<file path="src/rtl/button_step_scheduler.sv">
// rtl/button_step_scheduler.sv - debounced push-button to step/clear pulse scheduler
// Four active-low buttons become one-cycle Step_Up/Step_Down/Clear pulses with hold-to-repeat.
module button_step_scheduler #(
   parameter int ClockPeriod_ns    = 20,
   parameter int FilterPeriod_ns   = 100,
   parameter int PauseInterval_ns  = 2500,
   parameter int RepeatsInterval_ns = 1500,
   parameter int Channels          = 4
) (
   input  logic                        Clock,
   input  logic                        Reset_n,
   input  logic                        Button_Up,
   input  logic                        Button_Down,
   input  logic                        Button_Clear,
   input  logic                        Button_Select,
   output logic                        Step_Up,
   output logic                        Step_Down,
   output logic                        Clear,
   output logic [$clog2(Channels)-1:0] Channel,
   output logic [Channels-1:0]         Channel_Strobe
);

   localparam int FilterCycles = FilterPeriod_ns / ClockPeriod_ns;
   localparam int PauseCycles  = PauseInterval_ns / ClockPeriod_ns;
   localparam int RepeatCycles = RepeatsInterval_ns / ClockPeriod_ns;
   localparam int MaxCycles    = (PauseCycles > RepeatCycles) ? PauseCycles : RepeatCycles;
   localparam int TimerW       = $clog2(MaxCycles);
   localparam int FiltW        = $clog2(FilterCycles + 1);
   localparam int ChW          = $clog2(Channels);

   typedef enum logic [1:0] {IDLE, PAUSE, REPEAT, BLOCKED} state_t;

   // Button order: 0 up, 1 down, 2 clear, 3 select; all active-low.
   logic [3:0]       raw;
   logic [3:0]       sync1, sync2, filt, filt_d, press_q, armed;
   logic [FiltW-1:0] fcnt [4];
   logic [1:0]       warm;

   assign raw = {Button_Select, Button_Clear, Button_Down, Button_Up};

   // A button is armed only once a real released sample is seen, so a
   // button held through reset never produces a press edge on release.
   always_ff @(posedge Clock or negedge Reset_n) begin
      if (!Reset_n) begin
         sync1   <= '1;
         sync2   <= '1;
         filt    <= '1;
         filt_d  <= '1;
         press_q <= '0;
         armed   <= '0;
         warm    <= '0;
         for (int i = 0; i < 4; i++) fcnt[i] <= '0;
      end else begin
         sync1  <= raw;
         sync2  <= sync1;
         filt_d <= filt;
         warm   <= {warm[0], 1'b1};
         for (int i = 0; i < 4; i++) begin
            press_q[i] <= filt_d[i] & ~filt[i] & armed[i];
            armed[i]   <= armed[i] | (warm[1] & sync2[i] & filt[i]);
            if (sync2[i] != filt[i]) begin
               if (fcnt[i] == FiltW'(FilterCycles - 1)) begin
                  filt[i] <= sync2[i];
                  fcnt[i] <= '0;
               end else begin
                  fcnt[i] <= fcnt[i] + 1'b1;
               end
            end else begin
               fcnt[i] <= '0;
            end
         end
      end
   end

   logic up_p, down_p, clear_p;
   logic up_e, down_e, clear_e, sel_e;

   assign up_p    = ~filt[0];
   assign down_p  = ~filt[1];
   assign clear_p = ~filt[2];
   assign up_e    = press_q[0];
   assign down_e  = press_q[1];
   assign clear_e = press_q[2];
   assign sel_e   = press_q[3];

   state_t              state, state_n;
   logic                dir, dir_n;            // 0 = up, 1 = down
   logic [TimerW-1:0]   timer, timer_n;
   logic                up_q, up_n, dn_q, dn_n, clr_q, clr_n;
   logic [ChW-1:0]      channel, chan_n;
   logic [Channels-1:0] strobe_q, strobe_n;
   logic                dir_held, opp_held;

   assign dir_held = dir ? down_p : up_p;
   assign opp_held = dir ? up_p : down_p;

   always_comb begin
      state_n  = state;
      dir_n    = dir;
      timer_n  = timer;
      up_n     = 1'b0;
      dn_n     = 1'b0;
      clr_n    = clear_e;
      chan_n   = channel;
      strobe_n = '0;
      if (clear_p) begin
         state_n = BLOCKED;
      end else if (sel_e && state == IDLE) begin
         chan_n = (channel == ChW'(Channels - 1)) ? '0 : channel + 1'b1;
      end else begin
         case (state)
            IDLE: begin
               if (up_e && down_e) begin
                  state_n = BLOCKED;
               end else if (up_e && !down_p) begin
                  up_n    = 1'b1;
                  dir_n   = 1'b0;
                  timer_n = TimerW'(PauseCycles - 1);
                  state_n = PAUSE;
               end else if (down_e && !up_p) begin
                  dn_n    = 1'b1;
                  dir_n   = 1'b1;
                  timer_n = TimerW'(PauseCycles - 1);
                  state_n = PAUSE;
               end
            end
            PAUSE, REPEAT: begin
               if (!dir_held) begin
                  state_n = IDLE;
               end else if (opp_held) begin
                  state_n = BLOCKED;
               end else if (timer == '0) begin
                  up_n    = ~dir;
                  dn_n    = dir;
                  timer_n = TimerW'(RepeatCycles - 1);
                  state_n = REPEAT;
               end else begin
                  timer_n = timer - 1'b1;
               end
            end
            BLOCKED: begin
               if (!up_p && !down_p) state_n = IDLE;
            end
            default: state_n = IDLE;
         endcase
      end
      if (up_n || dn_n || clr_n) strobe_n[channel] = 1'b1;
   end

   always_ff @(posedge Clock or negedge Reset_n) begin
      if (!Reset_n) begin
         state    <= IDLE;
         dir      <= 1'b0;
         timer    <= '0;
         up_q     <= 1'b0;
         dn_q     <= 1'b0;
         clr_q    <= 1'b0;
         channel  <= '0;
         strobe_q <= '0;
      end else begin
         state    <= state_n;
         dir      <= dir_n;
         timer    <= timer_n;
         up_q     <= up_n;
         dn_q     <= dn_n;
         clr_q    <= clr_n;
         channel  <= chan_n;
         strobe_q <= strobe_n;
      end
   end

   assign Step_Up        = up_q;
   assign Step_Down      = dn_q;
   assign Clear          = clr_q;
   assign Channel        = channel;
   assign Channel_Strobe = strobe_q;

endmodule

</file>
<file path="config.mk">
export PLATFORM = sky130hd
export DESIGN_NAME = button_step_scheduler
export DESIGN_NICKNAME = d
export VERILOG_FILES = /design/src/rtl/button_step_scheduler.sv
export SDC_FILE = /design/constraint.sdc
export NUM_CORES = 1
export LEC_CHECK = 0
export CORE_ASPECT_RATIO = 1.5
export CORE_MARGIN = 4
export CORE_UTILIZATION = 50
export CTS_CLUSTER_DIAMETER = 150
export DETAILED_ROUTE_END_ITERATION = 8
export GPL_ROUTABILITY_DRIVEN = 0
export MAX_ROUTING_LAYER = met4
export PLACE_DENSITY_LB_ADDON = 0.05
export SKIP_LAST_GASP = 1
export SLEW_MARGIN = 20
export SYNTH_ARGS = -nofsm -noshare
export SYNTH_HDL_FRONTEND = slang
export SYNTH_SLANG_ARGS = --single-unit
export TNS_END_PERCENT = 10
</file>
<file path="constraint.sdc">
create_clock -name Clock -period 2.45 [get_ports Clock]
set_input_delay 0.6125 -clock Clock [delete_from_list [all_inputs] [get_ports Clock]]
set_output_delay 0.6125 -clock Clock [all_outputs]
set_load 0.005 [all_outputs]
</file>
Run 1, pin map:
Pins as bars across the die edge, other pins in gray.
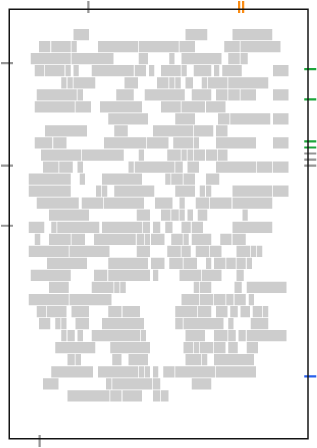
blue -> Reset_n  # pins 1, direction input, edge right
orange -> Channel  # pins 2, direction output, edge top
green -> Channel_Strobe  # pins 4, direction output, edge right

Run 1, placement by cell class:
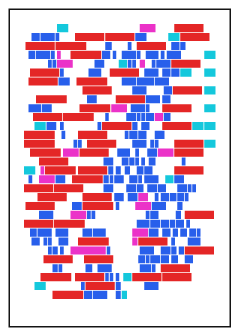
magenta -> clock drivers and dummy loads  # cells 16
blue -> remaining logic cells  # cells 165
cyan -> remaining buffers and delay cells  # cells 17
red -> registers  # cells 57

==> summary.txt, run 1 <==
The synthesis and PnR run went through. The report lists the power per cell area as 1170 nW/um^2. Once placement finished, the instance area stood at approximately 2800 sq um. Per report_power, the Clock row totals 821 uW. Count of nets after finishing landed at between 200 and 300. Count of distinct cell types in the synthesized netlist landed at between 40 and 50. Required time reported for the critical path endpoint landed at roughly 2.7 ns. Deepest level of the CTS H-tree landed at 3. Across the routed clock network, the largest skew measured is between 0.007 and 0.008 ns. Aggregate negative setup slack landed at 0 ns.

The transition time recorded at the tightest slew-check pin is 0.592 ns. Number of logic stages on the critical path including buffering landed at 6. Net switching is 35.7% of the power. The worst register-to-register path ends at timer[0]. The clock period could shrink to just over 2 ns. Detailed placement HPWL landed at between 3000 and 4000 um.

Per the detail_route log, met2 wirelength is 2260 um. Along the worst path, the maximum fanout reaches 7. Recorded from the global router log, the overflow total was 0. Derived from the worst setup path, the maximum achievable clock frequency is 484 MHz. The launch point of the worst register-to-register path is recorded as state[1]. In the global route stage, met3 resource usage came out at about 4.5%. The final power report lists total power as 3540 uW. The flow ran to the end, and the final reports show no timing, DRC or antenna violations.

The repair_antennas step left the layout with diodes totalling 0. According to the CTS report, the clock sink count is between 50 and 60. Number of logged tool warnings landed at 36. Worst supply voltage drop on vdd landed at 0.644 mV. Total of max-cap violations landed at 0.

Area reported by Yosys stat landed at ~2600 sq um. TritonRoute output was used to compute an average wire per cell of between 10 and 15 um. Per the synth stats, the flop cell with the highest instance count is dfrtp_1. CTS placed an instance of clkbuf_8 at the clock tree root.

Non-clock buffers make up under 10% of the layout cell area. Overall track demand over capacity in global routing landed at between 15 and 20%. Sequential cell count of the final layout landed at 57.

The biggest slice of the area belongs to flip-flops and latches. Initial antenna violation count landed at 0. By instance count, the leading cell after synthesis is dfrtp_1. The share of total power dissipated in sequential elements is ~43%. In this run the register-to-register setup slack is ~0.39 ns.
Run 1, metal layers overlaid:
Two of the layers only.
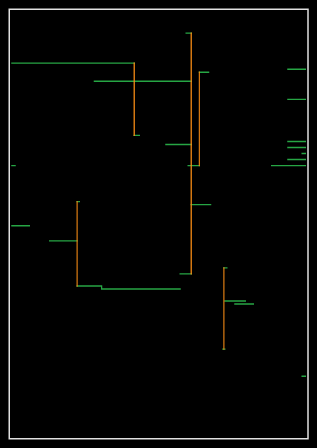
orange -> M4  # wire length 129 um
green -> M3  # wire length 142 um

-- run 1: registers in the layout (all words and copies together) (netlist names) --
register / cells
filt: 4
warm: 2
Channel_Strobe: 4
Channel: 2
fcnt: 12
state: 2
sync1: 4
timer: 7
Step_Down: 1
armed: 4
filt_d: 4
dir: 1
press_q: 4
Step_Up: 1
sync2: 4
Clear: 1
-- run 1: logic make-up (layout without fill, tap and decap cells) --
family | Yosys count | after routing | synth area share (%)
buffers and inverters | 28 | 55 | 4.10
AND-OR/OR-AND | 41 | 41 | 12.2
other | 1 | 1 | 0.143
multiplexers | 11 | 11 | 4.73
flip-flops | 57 | 57 | 55.2
adder cells (fa/ha/maj) | 17 | 17 | 8.11
XOR/XNOR | 4 | 4 | 1.34
AND/OR/NAND/NOR | 69 | 69 | 14.2
==> inputs of run 2 (changes only) <==
==> constraint.sdc (replaced) <==
create_clock -name Clock -period 1.9 [get_ports Clock]
set_input_delay 0.475 -clock Clock [delete_from_list [all_inputs] [get_ports Clock]]
set_output_delay 0.475 -clock Clock [all_outputs]
set_load 0.005 [all_outputs]
Run 2, placement by cell class:
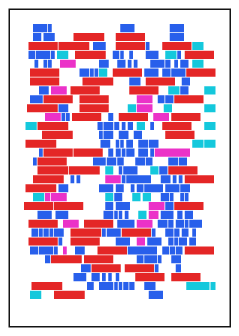
red -> registers  # cells 57
cyan -> remaining buffers and delay cells  # cells 25
magenta -> clock drivers and dummy loads  # cells 16
blue -> remaining logic cells  # cells 165

==> summary.txt, run 2 <==
The synthesis and PnR run went through. The adder and majority gate portion of the synthesized area was 8.11% (unchanged). The total chip power was 4860 uW (was 3540 uW). The post-layout minimum cycle time was 1.82 ns (was 2.06 ns). The register containing the most flip-flops in the final layout is fcnt (unchanged). The number of antenna cells inserted is 0 (unchanged). The root buffer selected by CTS was clkbuf_8 (unchanged). The average detailed-routed wire length per instance is 13.8 um (was 13.4 um).

The simple-gate share of the synthesized area came to 14.2% (unchanged). Status: completed (unchanged). The leading cell category by total area is flip-flops and latches (unchanged). The non-clock buffer share of cell area was 7.29% (was 5.21%). The aggregate negative setup slack was 0 ns (unchanged).

The xor/xnor cell area share of the yosys netlist was 1.34% (unchanged). The CTS sink count is 57 (unchanged). The most used flip-flop cell after synthesis is dfrtp_1 (unchanged). Count of nets after finishing landed at 281 (was 273). The reg-to-reg setup timing slack was 0.08 ns (was 0.39 ns). Worst supply voltage drop on vdd landed at 0.881 mV (was 0.644 mV).

Overall track demand over capacity in global routing landed at 16.5% (was 15.7%). The area reported by Yosys stat was 2620 sq um (unchanged). The total overflow reported by the global router is 0 (unchanged). Timing-limited maximum frequency landed at 550 MHz (was 484 MHz). Sequential cell fraction of total power landed at 39.8% (was 43.2%). Initial antenna violation count landed at 0 (unchanged). The launching point of the worst reg2reg path is state[0] (was state[1]). The CTS buffer count came to 9 (unchanged). The power density over the cells was 1540 nW/um^2 (was 1170 nW/um^2). The met3 usage is 5.57% (was 4.53%). The detailed placement HPWL was 3410 um (was 3250 um).

Top flop regs: fcnt (12), timer (7) (unchanged). The main logic family after synthesis was simple AND/OR/NAND/NOR gates (unchanged). Share of total power consumed by net switching landed at 35.4% (was 35.7%). Required time reported for the critical path endpoint landed at 2.11 ns (was 2.67 ns). The critical-path maximum fanout was 7 (unchanged).

The count of distinct cell types in the synthesized netlist came to 48 (unchanged).
-- run 2: cell counts after synthesis --
No cell type changed its count.
-- run 2: per-layer routing --
layer  vias up  share of wire (%)  routed length (um)
met4         0                2.8                 129
li1        845                  -                   -
met5         -                  0                   0
met1       876                 38                1730
met3        12                3.8                 172
met2        40                 56                2550
-- run 2: worst max-delay path, stage by stage (launching register included) --
cell and delay (ns):
dfrtp_1 0.41, inv_1 0.14, ha_4 0.16, nor2b_1 0.22, o21ai_2 0.18, a21oi_4 0.25
mux2_2 0.35
-- run 2: per-stage QoR --
stage / hold slack, ns / instance area, sq um
after detailed placement: 0.345 / 2910
after global placement: 0.336 / 2910
after CTS: 0.143 / 3120
final: 0.128 / 3160
after global routing: 0.143 / 3160
after floorplan: 0.179 / 2620
==> inputs of run 3 (changes only) <==
--- a/config.mk
+++ b/config.mk
@@ -6,7 +6,7 @@
 export NUM_CORES = 1
 export LEC_CHECK = 0
 export CORE_ASPECT_RATIO = 1.5
-export CORE_MARGIN = 4
+export CORE_MARGIN = 2
 export CORE_UTILIZATION = 50
 export CTS_CLUSTER_DIAMETER = 150
 export DETAILED_ROUTE_END_ITERATION = 8
==> constraint.sdc (replaced) <==
create_clock -name Clock -period 1.53 [get_ports Clock]
set_input_delay 0.3825 -clock Clock [delete_from_list [all_inputs] [get_ports Clock]]
set_output_delay 0.3825 -clock Clock [all_outputs]
set_load 0.005 [all_outputs]
Run 3, pin map:
Pins as bars across the die edge, other pins in gray.
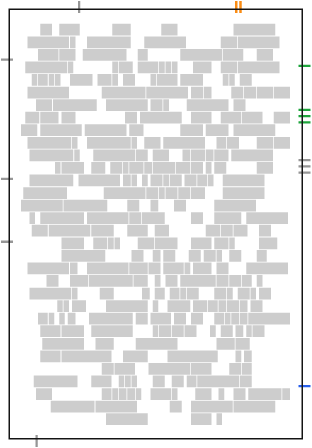
green -> Channel_Strobe  # pins 4, direction output, edge right
orange -> Channel  # pins 2, direction output, edge top
blue -> Reset_n  # pins 1, direction input, edge right

==> summary.txt, run 3 <==
The synthesis and PnR run went through. The CTS buffer count came to 9 (unchanged). The met3 usage came to 4.62% (was 5.57%). The most used flip-flop cell after synthesis was dfrtp_1 (unchanged).

The deepest level of the CTS H-tree came to 3 (unchanged). The number of antenna cells inserted was 0 (unchanged). Critical path's largest stage delay landed at 0.58 ns (was 0.41 ns). The worst supply voltage drop on vdd was 0.945 mV (was 0.881 mV).

The aoi/oai-family share of the synthesized area came to 12.2% (unchanged). Required time reported for the critical path endpoint landed at 1.73 ns (was 2.11 ns). The number of endpoints failing setup at the final stage came to 20 (was 0).

The reg-to-reg setup timing slack was -0.22 ns (was 0.08 ns). The final reports fail on negative setup slack. CTS sink count landed at 57 (unchanged). The sequential cell count of the final layout came to 57 (unchanged). The final-layout worst hold slack was 0.0295 ns (was 0.128 ns).

Xor/xnor cell area share of the yosys netlist landed at 1.34% (unchanged). Adder and majority gate portion of the synthesized area landed at 8.11% (unchanged). The top cell type by instance count after synthesis is dfrtp_1 (unchanged). Multiplexer share of the synthesized area landed at 4.73% (unchanged). Aggregate negative setup slack landed at -2.45 ns (was 0 ns). Among the stages of the critical path, the cell type that occurs most often is or4_4. The final worst-path setup slack came to -0.216 ns (was 0.0807 ns). The simple-gate share of the synthesized area was 14.2% (unchanged). Timing-limited maximum frequency landed at 573 MHz (was 550 MHz). Share of total power consumed by net switching landed at 34.0% (was 35.4%).

Initial antenna violation count landed at 0 (unchanged). Met2 wire length landed at 2860 um (was 2550 um). The count of nets after finishing came to 308 (was 281). Non-clock buffer share of cell area landed at 12.8% (was 7.29%).

Final clock skew landed at 0.00699 ns (was 0.00540 ns). Total chip power landed at 6740 uW (was 4860 uW). The cell at the slowest stage of the critical path was or4_4 (was dfrtp_1). The area reported by Yosys stat is 2620 sq um (unchanged). The flip-flop count of the largest register after layout was 12 (unchanged).

Cell area after placement landed at 3140 sq um (was 2910 sq um). Status: finished, violations left (was completed). Wire length on met1 landed at 1930 um (was 1730 um). The root buffer selected by CTS is clkbuf_8 (unchanged). Critical-path maximum fanout landed at 5 (was 7).

Top flop regs: fcnt (12), timer (7) (unchanged). The sequential cell fraction of total power was 35.1% (was 39.8%).
run 3: cell counts after synthesis:
Identical to the previous run, type by type.
run 3: path summary, 6_finish.rpt:
kind | from | to | depth (start not counted)
worst max-delay path | timer[5] | timer[6] | 4
worst min-delay path | Reset_n | timer[2] | 2
worst max register to register | timer[5] | timer[6] | 4
worst min register to register | warm[0] | warm[1] | 0
max in group asynchronous | Reset_n | filt[0] | 2
min in group Clock | warm[0] | warm[1] | 0
run 3: power by group through the flow:
stage          Clock (uW)  Sequential [uW]  Combinational (uW)
6_report             1600             2370                2770
5_1_grt              1700             2440                3070
4_1_cts              1630             2380                2760
3_5_place_dp            0             2400                2680
3_3_place_gp            0             2360                2550
2_1_floorplan           0             2310                1640
No activity file was given, so power comes from the tool's default toggle rates.
